==> images/congestion.png <==
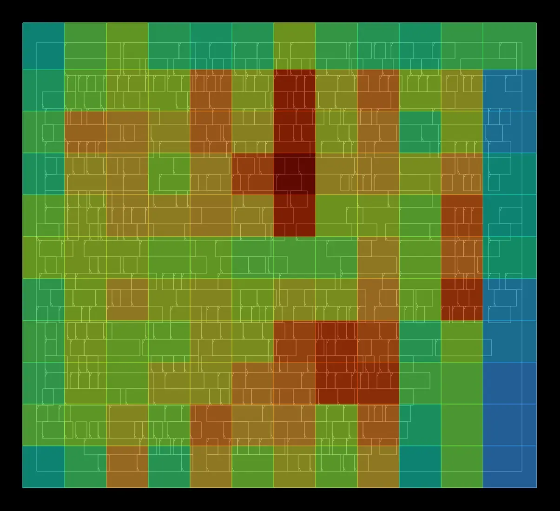
==> images/cell_density.png <==
8 x 8 tiles, from dark blue (low) to red (high), 0 to 100% covered.
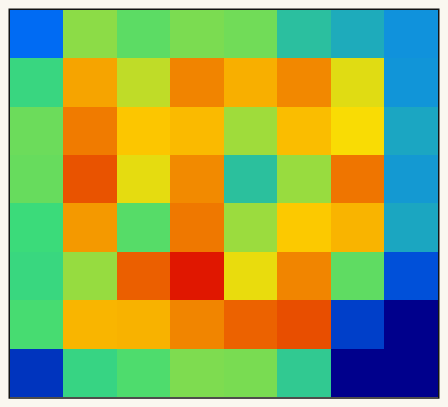
==> images/clk_routes.png <==
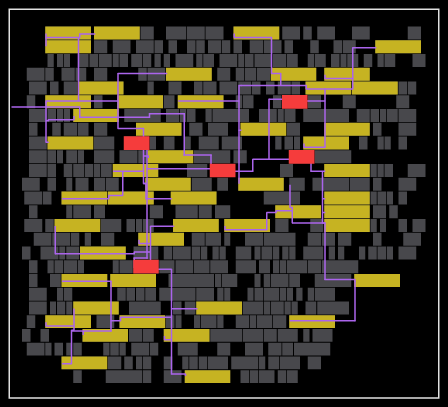
File: src/rtl/cpu_pkg.sv
// Types and defaults shared by the PC, fetch and decode stages.
package cpu_pkg;

  localparam int ADDR_W_DEF  = 8;
  localparam int INSTR_W_DEF = 32;
  localparam int TIMEOUT_DEF = 15;

  typedef enum logic [1:0] {
    IDLE,
    REQ,
    HOLD,
    DRAIN
  } fetch_state_t;

  // Counter width able to hold every value 0..limit.
  function automatic int cnt_width(input int limit);
    return $clog2(limit + 1);
  endfunction

endpackage

File: src/rtl/fetch_timeout_counter.sv
// Busy-cycle counter for one memory read; saturates at limit instead of wrapping.
module fetch_timeout_counter #(
  parameter int CNT_W = 4
) (
  input  logic             clk,
  input  logic             rst_n,
  input  logic             clear,
  input  logic             enable,
  input  logic [CNT_W-1:0] limit,
  output logic             expired
);

  logic [CNT_W-1:0] count;

  // NOTE: sequential state uses non-blocking assignments so every register
  // samples pre-edge values regardless of process ordering.
  always_ff @(negedge clk or negedge rst_n) begin
    if (!rst_n) begin
      count <= '0;
    end else if (clear) begin
      count <= '0;
    end else if (enable && (count != limit)) begin
      count <= count + 1'b1;
    end
  end

  // Flags that one more enabled cycle brings the count to limit; depends only
  // on the register so the owner can act on it in the same cycle it enables.
  assign expired = (count == limit - 1'b1);

endmodule

File: src/rtl/instruction_fetch.sv
// Fetch stage: takes a PC, reads instruction memory, and holds the word for the decoder.
module instruction_fetch
  import cpu_pkg::*;
#(
  parameter int ADDR_W  = ADDR_W_DEF,
  parameter int INSTR_W = INSTR_W_DEF,
  parameter int TIMEOUT = TIMEOUT_DEF
) (
  input  logic               CLK,
  input  logic               RESET,
  input  logic [ADDR_W-1:0]  PC_IN,
  input  logic               PC_VALID,
  output logic               PC_READY,
  output logic [ADDR_W-1:0]  MEM_ADDR,
  output logic               MEM_READ,
  input  logic [INSTR_W-1:0] MEM_RDATA,
  input  logic               MEM_BUSYWAIT,
  output logic [INSTR_W-1:0] INSTR,
  output logic [ADDR_W-1:0]  INSTR_PC,
  output logic               INSTR_VALID,
  input  logic               INSTR_READY,
  input  logic               FLUSH,
  output logic               FETCH_ERR
);

  localparam int CNT_W = cnt_width(TIMEOUT);

  fetch_state_t       state, state_nx;
  logic [ADDR_W-1:0]  mem_addr_nx, instr_pc_nx;
  logic [INSTR_W-1:0] instr_nx;
  logic               mem_read_nx, instr_valid_nx, fetch_err_nx;
  logic               cnt_clear, cnt_enable, cnt_expired;
  logic               pc_accept;

  fetch_timeout_counter #(
    .CNT_W (CNT_W)
  ) u_timeout (
    .clk     (CLK),
    .rst_n   (RESET),
    .clear   (cnt_clear),
    .enable  (cnt_enable),
    .limit   (CNT_W'(TIMEOUT)),
    .expired (cnt_expired)
  );

  assign PC_READY  = !FLUSH && ((state == IDLE) || ((state == HOLD) && INSTR_READY));
  assign pc_accept = PC_READY && PC_VALID;

  // NOTE: every signal written here gets a default first, so no path can leave
  // one unassigned and infer a latch.
  always_comb begin
    state_nx       = state;
    mem_addr_nx    = MEM_ADDR;
    instr_pc_nx    = INSTR_PC;
    instr_nx       = INSTR;
    mem_read_nx    = MEM_READ;
    instr_valid_nx = INSTR_VALID;
    fetch_err_nx   = FETCH_ERR;
    cnt_clear      = 1'b0;
    cnt_enable     = 1'b0;

    unique case (state)
      IDLE: ;
      REQ: begin
        if (FLUSH) begin
          if (MEM_BUSYWAIT) begin
            state_nx  = DRAIN;
            cnt_clear = 1'b1;
          end else begin
            mem_read_nx = 1'b0;
            state_nx    = IDLE;
          end
        end else if (!MEM_BUSYWAIT) begin
          instr_nx       = MEM_RDATA;
          mem_read_nx    = 1'b0;
          instr_valid_nx = 1'b1;
          state_nx       = HOLD;
        end else begin
          cnt_enable = 1'b1;
          if (cnt_expired) begin
            mem_read_nx  = 1'b0;
            fetch_err_nx = 1'b1;
            state_nx     = IDLE;
          end
        end
      end
      HOLD: begin
        // FLUSH keeps PC_READY low, so the decoder take below never coincides with it.
        if (FLUSH || INSTR_READY) begin
          instr_valid_nx = 1'b0;
          state_nx       = IDLE;
        end
      end
      DRAIN: begin
        if (!MEM_BUSYWAIT) begin
          mem_read_nx = 1'b0;
          state_nx    = IDLE;
        end else begin
          cnt_enable = 1'b1;
          if (cnt_expired) begin
            mem_read_nx  = 1'b0;
            fetch_err_nx = 1'b1;
            state_nx     = IDLE;
          end
        end
      end
      default: state_nx = IDLE;
    endcase

    // Accepts only happen from IDLE or HOLD, and both start a new read.
    if (pc_accept) begin
      mem_addr_nx = PC_IN;
      instr_pc_nx = PC_IN;
      mem_read_nx = 1'b1;
      cnt_clear   = 1'b1;
      state_nx    = REQ;
    end
  end

  always_ff @(negedge CLK or negedge RESET) begin
    if (!RESET) begin
      state       <= IDLE;
      MEM_ADDR    <= '0;
      INSTR_PC    <= '0;
      INSTR       <= '0;
      MEM_READ    <= 1'b0;
      INSTR_VALID <= 1'b0;
      FETCH_ERR   <= 1'b0;
    end else begin
      state       <= state_nx;
      MEM_ADDR    <= mem_addr_nx;
      INSTR_PC    <= instr_pc_nx;
      INSTR       <= instr_nx;
      MEM_READ    <= mem_read_nx;
      INSTR_VALID <= instr_valid_nx;
      FETCH_ERR   <= fetch_err_nx;
    end
  end

endmodule

File: config.mk
export PLATFORM = sky130hd
export DESIGN_NAME = instruction_fetch
export DESIGN_NICKNAME = d
export VERILOG_FILES = /design/src/rtl/cpu_pkg.sv /design/src/rtl/fetch_timeout_counter.sv /design/src/rtl/instruction_fetch.sv
export SDC_FILE = /design/constraint.sdc
export NUM_CORES = 1
export LEC_CHECK = 0
export ABC_AREA = 1
export CORE_ASPECT_RATIO = 0.9
export CORE_MARGIN = 2
export CORE_UTILIZATION = 38
export CTS_CLUSTER_DIAMETER = 60
export DETAILED_ROUTE_END_ITERATION = 16
export GPL_TIMING_DRIVEN = 0
export HOLD_SLACK_MARGIN = 0.02
export PLACE_DENSITY = 0.79
export REMOVE_ABC_BUFFERS = 1
export SETUP_SLACK_MARGIN = 0.2
export SYNTH_ARGS = -nofsm -noshare
export SYNTH_HDL_FRONTEND = slang
export SYNTH_SLANG_ARGS = --single-unit
File: constraint.sdc
create_clock -name CLK -period 1.08 [get_ports CLK]
set_input_delay 0.216 -clock CLK [delete_from_list [all_inputs] [get_ports CLK]]
set_output_delay 0.216 -clock CLK [all_outputs]
set_load 0.01 [all_outputs]
==> reports/metrics.cfg <==
[run_status]
status=finished with violations
violations=negative setup slack

[final_layout]
largest_reg_flops=32
finalNetCount=461
fill_cells=445
top_regs=INSTR: 32 flops, INSTR_PC: 8 flops, u_timeout.count: 4 flops
antenna_cells=0
layoutNonFillerInstCount=484
drive_gt1_frac=0.471
area_growth_pct=77.1
seq_area_um2=1230
layout_top_cell=nand2_1
final_cell_mix=nand2_1 (60), buf_4 (53), dfrtn_1 (49)
largest-register=INSTR

[clock_network]
post-cts-setup-buffers=40
ctsHoldBuffers=0
cts_max_path_buffers=2
clock-sinks=49
root_buffer=clkbuf_8
cts_resized=297
cts_tree=done
cts_buffers=5
clk_pin_slew_ns=0.06
htreeDepth=2

[logic_synthesis]
xor_share=0.00786
yosys_area_um2=2230
ys_warn_count=0
yosysSeqAreaShare=0.550
top_cells_by_count=nand2_1 (92), dfrtn_1 (49), nand3_1 (41), inv_1 (18), o21ai_0 (11)
synthTopLogicFamily=simple AND/OR/NAND/NOR gates
synth-edff-count=0
syn_area_per_cell_um2=8.67
synth.top_cell.area_share=0.550
yosysTopAreaCell=dfrtn_1
synthSimpleGateAreaFrac=0.292
most_common_cell=nand2_1
synth_async_sr_flop_share=1.00
synth_cell_types=23
adder_share=0.0112
ys_cells=257
ys_ff=49
netlist_area_um2=2230
aoi_share=0.0382

[setup_path]
crit_start=state[1]$_DFFE_NN0P_
crit_chain=nand2_2, and2_1, buf_2
cp.required_ns=0.86
cp_slowest_cell=dfrtn_1
reg2reg_depth=8
regToRegSetupSlack_ns=-0.37
arrival_ns=1.60
r2r-end=INSTR[13]$_DFFE_NN0P_
cp_max_fo=2
crit_path_start_kind=flop
critPathMaxStageDelay_ns=0.43
r2r_start=state[0]$_DFFE_NN0P_
worst-setup-path-type=reg2out
crit_end=PC_READY

[grt]
antenna_found_initial=0
overflow=0
grt_max_degree=27
grt_pass1_wl_mm=11.1
grt_pass1_vias=2294
grt_util_met1=0.273

[drt]
met1_length_mm=2.98
wirelength_mm=7.12
dr.pass1.iters=6
antenna_left=0
drtIter0Drc=93
drc=0
num_vias=2315
dr_wl_met3_um=415
vias_per_cell=4.78

[placement]
port-buffer-count=97
placed_cells=406
place_hpwl_mm=3.66
dpl_worst_slack_ns=-1.86
gp_congestion=0.747

[pwr]
clkPwrFrac=0.121
power_leader=combinational logic
max-vdd-ir-drop_mv=1.25
totalPowerFinal_w=0.00968
pg_comb_w=0.00529
p_clk_w=0.00117
power.internal_w=0.00595
powerDensity_nw_per_um2=2450
p_sw_w=0.00373
comb_power_share=0.546

[final_timing]
max_slew_margin=0.659
report.final.setup_viol=100
rsz0062_at_grt=true
final_max_slew_viol_count=0
worst_pin_slew_ns=0.511
layout_setup_ws_ns=-0.737

[die]
num_rows=26
die_y_um=76.7
ios=98
die-area_um2=6490

[run]
warnings=28

Notes on congestion.png above:
gr usage total: 0.214
busiest grt layer: met2
Core Util, Final: 0.697
routed len/inst: 14.7 um
GR Util met2: 0.361

Notes on cell_density.png above:
- emptiest ninth of the die: bottom right
- mean over tiles: 59%
- nearly empty tiles: 4.7%
CORE AREA: 5660 um^2
Init Core Util: 0.394

Notes on clk_routes.png above:
- purple: clock wires (length 593 um)
- yellow: flip-flops (count 49)
- red: clock drivers (count 5)
- flops lie: all over the die
clk latency late pin: 0.30 ns
Worst Skew: 0.00819 ns

cell type report:
cell class / instances / area share
Multi-Input combinational cell: 174 / 0.275
Clock buffer: 6 / 0.0209
Tap cell: 70 / 0.0222
Inverter: 21 / 0.0273
Timing Repair inverter: 1 / 0.00285
Timing Repair Buffer: 161 / 0.337
Clock inverter: 2 / 0.00412
Sequential cell: 49 / 0.311
metrics by stage:
step	hold WS, ns	area [um^2]
6_report	0.226	3950
5_1_grt	0.243	3950
2_1_floorplan	0.352	2090
4_1_cts	0.234	3640
3_3_place_gp	0.413	3150
3_5_place_dp	0.418	3160
worst max-delay path: cells and delay by family (launching register included):
family        cells  cell delay [ns]
simple gates      2             0.20
flops             1             0.43
buf+inv           1             0.13
